**Power grid**

The bar under the picture is 100 um long. Pins as bars on the die edge.
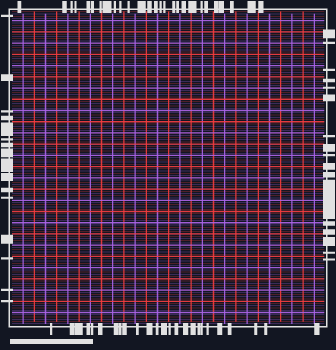
**Cells colored by class**

Fill, decap, tap and diode cells in gray.
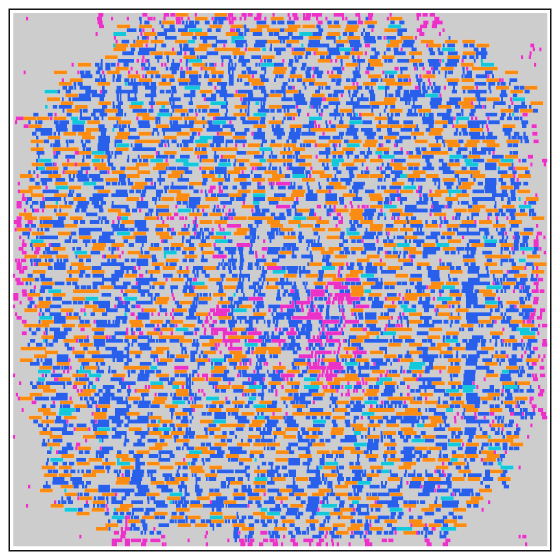
**Clock wires, drivers and flops**

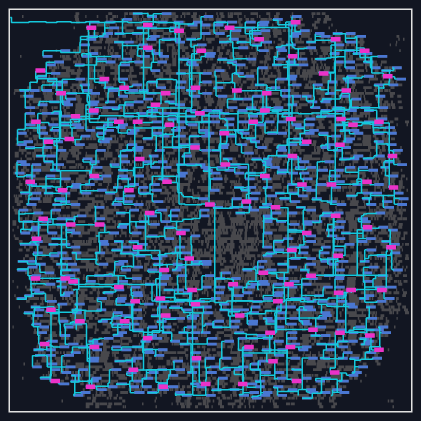
**Wiring by layer**

The bar under the picture is 100 um long. Only two layers are drawn.
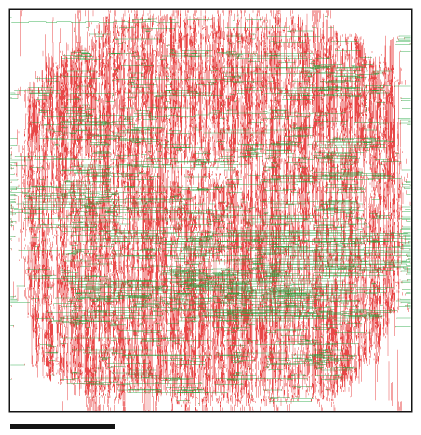
**The clock network**

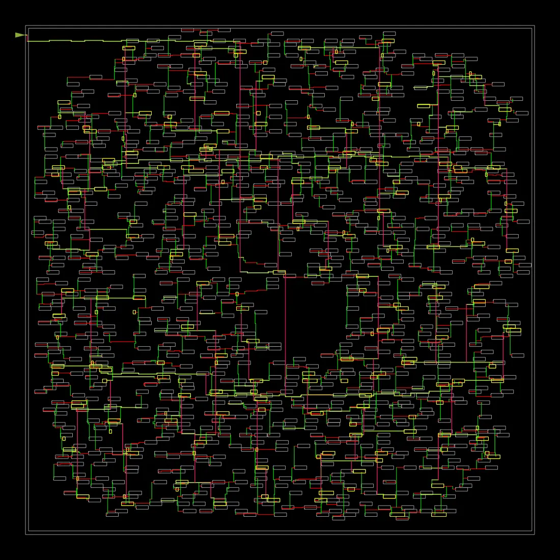
**src/rtl/regfile_scoreboard.sv**
```systemverilog
// regfile_scoreboard: dual-write register file with write-to-read bypass and per-register pending-write scoreboard
module regfile_scoreboard #(
  parameter int DATA_W     = 64,
  parameter int ADDR_W     = 4,
  parameter int NREGS      = 15,
  parameter int CNT_W      = 2,
  parameter int BYPASS     = 1,
  parameter int INIT_INDEX = 1
) (
  input  logic              clk,
  input  logic              rst,
  input  logic [ADDR_W-1:0] srcA,
  input  logic [ADDR_W-1:0] srcB,
  output logic [DATA_W-1:0] valA,
  output logic [DATA_W-1:0] valB,
  input  logic [ADDR_W-1:0] dstE,
  input  logic [DATA_W-1:0] valE,
  input  logic [ADDR_W-1:0] dstM,
  input  logic [DATA_W-1:0] valM,
  input  logic [ADDR_W-1:0] claimE,
  input  logic [ADDR_W-1:0] claimM,
  input  logic              claim_v,
  output logic              stall,
  output logic              pend_any,
  output logic              sb_err
);
  logic [DATA_W-1:0] regs [NREGS];
  logic [CNT_W-1:0]  cnt  [NREGS];
  logic [NREGS-1:0]  inc, dec, busy, full;
  logic              ve, vm;

  function automatic logic impl(input logic [ADDR_W-1:0] id);
    return int'(id) < NREGS;
  endfunction

  assign ve = impl(dstE);
  assign vm = impl(dstM);

  function automatic logic fwd(input logic [ADDR_W-1:0] s);
    return BYPASS != 0 && ((ve && s == dstE) || (vm && s == dstM));
  endfunction

  // During reset the outputs show only reset contents, so forwarding is suppressed.
  function automatic logic [DATA_W-1:0] rd(input logic [ADDR_W-1:0] s);
    return !impl(s) ? '0 :
           (BYPASS != 0 && !rst && vm && s == dstM) ? valM :
           (BYPASS != 0 && !rst && ve && s == dstE) ? valE : regs[s];
  endfunction

  function automatic logic haz(input logic [ADDR_W-1:0] s);
    return impl(s) && cnt[s] != '0 && !fwd(s);
  endfunction

  assign valA     = rd(srcA);
  assign valB     = rd(srcB);
  assign stall    = haz(srcA) || haz(srcB);
  assign pend_any = |busy;

  genvar g;
  generate
    for (g = 0; g < NREGS; g++) begin : g_sb
      assign inc[g]  = claim_v && !stall && (claimE == ADDR_W'(g) || claimM == ADDR_W'(g));
      assign dec[g]  = dstE == ADDR_W'(g) || dstM == ADDR_W'(g);
      assign busy[g] = cnt[g] != '0;
      assign full[g] = &cnt[g];
    end
  endgenerate

  always_ff @(posedge clk or posedge rst) begin
    if (rst) begin
      for (int i = 0; i < NREGS; i++) begin
        regs[i] <= (INIT_INDEX != 0) ? DATA_W'(i) : '0;
        cnt[i]  <= '0;
      end
      sb_err <= 1'b0;
    end else begin
      for (int i = 0; i < NREGS; i++) begin
        if (dstM == ADDR_W'(i)) regs[i] <= valM;
        else if (dstE == ADDR_W'(i)) regs[i] <= valE;
        if (inc[i] && !dec[i] && !full[i]) cnt[i] <= cnt[i] + CNT_W'(1);
        else if (dec[i] && !inc[i] && busy[i]) cnt[i] <= cnt[i] - CNT_W'(1);
      end
      if (|(inc & ~dec & full)) sb_err <= 1'b1;
    end
  end
endmodule

```
**config.mk**
```make
export PLATFORM = sky130hd
export DESIGN_NAME = regfile_scoreboard
export DESIGN_NICKNAME = d
export VERILOG_FILES = /design/src/rtl/regfile_scoreboard.sv
export SDC_FILE = /design/constraint.sdc
export NUM_CORES = 2
export LEC_CHECK = 0
export CORE_MARGIN = 2
export CORE_UTILIZATION = 45
export DETAILED_ROUTE_END_ITERATION = 7
export GPL_TIMING_DRIVEN = 0
export PLACE_DENSITY_LB_ADDON = 0.1
export SLEW_MARGIN = 20
export SYNTH_ARGS = -nofsm -noshare
export SYNTH_HDL_FRONTEND = slang
export SYNTH_SLANG_ARGS = --single-unit
```
**constraint.sdc**
```tcl
create_clock -name clk -period 32.5 [get_ports clk]
set_input_delay 3.25 -clock clk [delete_from_list [all_inputs] [get_ports clk]]
set_output_delay 3.25 -clock clk [all_outputs]
set_load 0.02 [all_outputs]
```
==> impl_report.txt <==
PHYSICAL IMPLEMENTATION REPORT
----------------------------------------------------
[Power and ir drop]
  Part of the total power dissipated in the clock network ........................ 0.322
  Switching Fraction ........................ 0.330
  Combinational cell fraction of total power ........................ 0.283
  Post-layout power ........................ 4380 uW
  Cell-internal power ........................ 2940 uW
  Ratio of total power to cell area ........................ 59.4 mW/mm^2

[Finish]
  Multi-input gate share of total cell area ........................ 0.497
  Number of standard cells in the layout, taps in and fillers out ........................ 8,658
  Most numerous logic cells after layout ........................ sky130_fd_sc_hd__mux2i_1 (1,239), sky130_fd_sc_hd__nand2_1 (987), sky130_fd_sc_hd__o21ai_0 (985), sky130_fd_sc_hd__dfrtp_1 (963), sky130_fd_sc_hd__clkbuf_1 (606)
  Most frequent logic cell in the layout ........................ sky130_fd_sc_hd__mux2i_1
  Buffer count excluding the clock tree in the final layout ........................ 978
  Area occupied by multi-input gates ........................ 0.0367 sq mm
  Number of fill cells ........................ 13,100
  Finished layout cell area ........................ 0.0738 sq mm
  Number of multi-input logic gates ........................ 4,516
  FF+latch area ........................ 0.0248 sq mm
  Final net count ........................ 6,783
  Fraction of area in non-clock buffers ........................ 0.0772

[Logic synthesis]
  Distinct lib cells used ........................ 51
  Synth Area in XOR/XNOR ........................ 0.00217
  Synth Area in Compound Gates ........................ 0.107
  Nets at Floorplan ........................ 6,478
  Post-synth tally of flip-flops with integrated enable ........................ 0
  Sequential area share after synthesis ........................ 0.384
  Top cells by instance count after synthesis ........................ sky130_fd_sc_hd__mux2i_1 (1,239), sky130_fd_sc_hd__nand2_1 (987), sky130_fd_sc_hd__o21ai_0 (985)
  YS warnings ........................ 0
  Most area-consuming cells after synthesis ........................ sky130_fd_sc_hd__dfrtp_1 (37%), sky130_fd_sc_hd__mux2i_1 (19%), sky130_fd_sc_hd__mux4_2 (18%)
  Cells in synth_stat.txt ........................ 6,323
  Biggest combinational cell group after synthesis ........................ multiplexers
  Area share of and/or/nand/nor cells after synthesis ........................ 0.0845

[Outcome]
  Status ........................ complete, no violations

[Clock tree]
  CTS root buf ........................ sky130_fd_sc_hd__clkbuf_16
  Post-cts repair resize count ........................ 0
  CTS tree ........................ yes
  Setup Fix Bufs, Post-CTS ........................ 0
  Maximum buffer depth of the clock tree ........................ 3
  Quantity of hold-fixing buffers added after cts ........................ 0
  Count of H-tree levels built during CTS ........................ 3

[Die]
  Number of tap instances ........................ 1,903
  IO Count ........................ 286
  Die ar. ........................ 0.147 sq mm
  Number of core rows ........................ 139
  Std-Cell Core Area ........................ 0.143 sq mm
  Y dimension of the die ........................ 383 um
  Die width ........................ 383 um

[Final timing]
  Hold slack final ........................ 0.568 ns
  Final clock period utilization by the worst path ........................ 0.360
  Setup TNS ........................ 0 ns
  Max Clock Skew ........................ 0.0146 ns
  Count of final hold-check violations ........................ 0
  Rel. slew slack ........................ 0.168
  Number of max-slew violations in the final report ........................ 0

[Drt]
  Antenna violation net count after detailed routing ........................ 0
  Detailed Route Iter0 Violations ........................ 7,311
  Routed vias ........................ 55,800
  DRC violation count after routing ........................ 0
  Routed vias/inst ........................ 6.45

[Setup path]
  Category of the worst setup path capture point ........................ output pin
  CP Buf/Inv Count ........................ 6
  Delay contributed by the slowest stage of the critical path ........................ 0.97 ns
  Setup slack on the worst flop-to-flop path ........................ 29.12 ns
  Critical Path Fanout Max ........................ 10
  Worst Path Arrival ........................ 8.46 ns
  Crit-path slowest cell ........................ sky130_fd_sc_hd__nor4_1
  Critical Path Stages ........................ 10
  CP Launch Type ........................ input pin

[Place]
  Number of placed cells counting well taps ........................ 8,414
  DPL Wire Length ........................ 204,000 um

[Hold path]
  Count of cells along the worst hold path ........................ 2

[Global route]
  Maximum number of pins on one net before global-route repair ........................ 97
  Global routing usage on met2 ........................ 0.547
  Met1 track utilization from global routing ........................ 0.508

[Job]
  Stage-log warning count ........................ 26

----------------------------------------------------
About 'power grid':
| net | color |
|---|---|
| VDD | red |
| VSS | purple |
met1 rails: 140
met5 straps: 27

About 'cells colored by class':
| class | color | cells | share of their area |
|---|---|---|---|
| other buffers and delay cells | magenta | 978 | 8.0% |
| clock drivers and dummy loads | cyan | 210 | 5.6% |
| flip-flops | orange | 991 | 35% |
| all other logic | blue | 4,542 | 52% |

About 'clock wires, drivers and flops':
[cells driving clock nets] magenta | count: 115
[clock wires] cyan | length: 15,700 um
[flip-flops] blue | count: 991
routed clock nets: 116
flops lie: all over the die

About 'wiring by layer':
| layer | color | wire length |
|---|---|---|
| met2 | red | 120 mm |
| met3 | green | 29.0 mm |

About 'the clock network':
total of clock buffers placed in the layout: 169
Power Clock: 1410 uW
sequential cell count: 991
Clock Sink Count: 991
total CTS buffers: 115

-- routing by layer --
metal  wire length, um  vias up
li1                  -    23400
met1            111000    28700
met2            120000     3136
met3             29000      585
met4             13700       17
met5               117        -
-- registers in the layout, summed over array words and instances, names as in the netlist --
signal / flops
cnt: 30
regs: 960
sb_err: 1
-- power groups by stage --
stage | logic (uW) | clock network (uW) | registers [uW]
after floorplan | 832 | 0 | 1670
after global placement | 1190 | 0 | 1730
after detailed placement | 1220 | 0 | 1730
after CTS | 1220 | 1420 | 1720
after global routing | 1320 | 1460 | 1760
final | 1240 | 1410 | 1730
-- worst min-delay path: cells and delay by family (launching register included) --
kind	cells	cell delay, ns
buffers and inverters	1	0.06
AND-OR/OR-AND	1	0.05
flip-flops	1	0.41
Power is estimated from default activity; no workload was simulated.
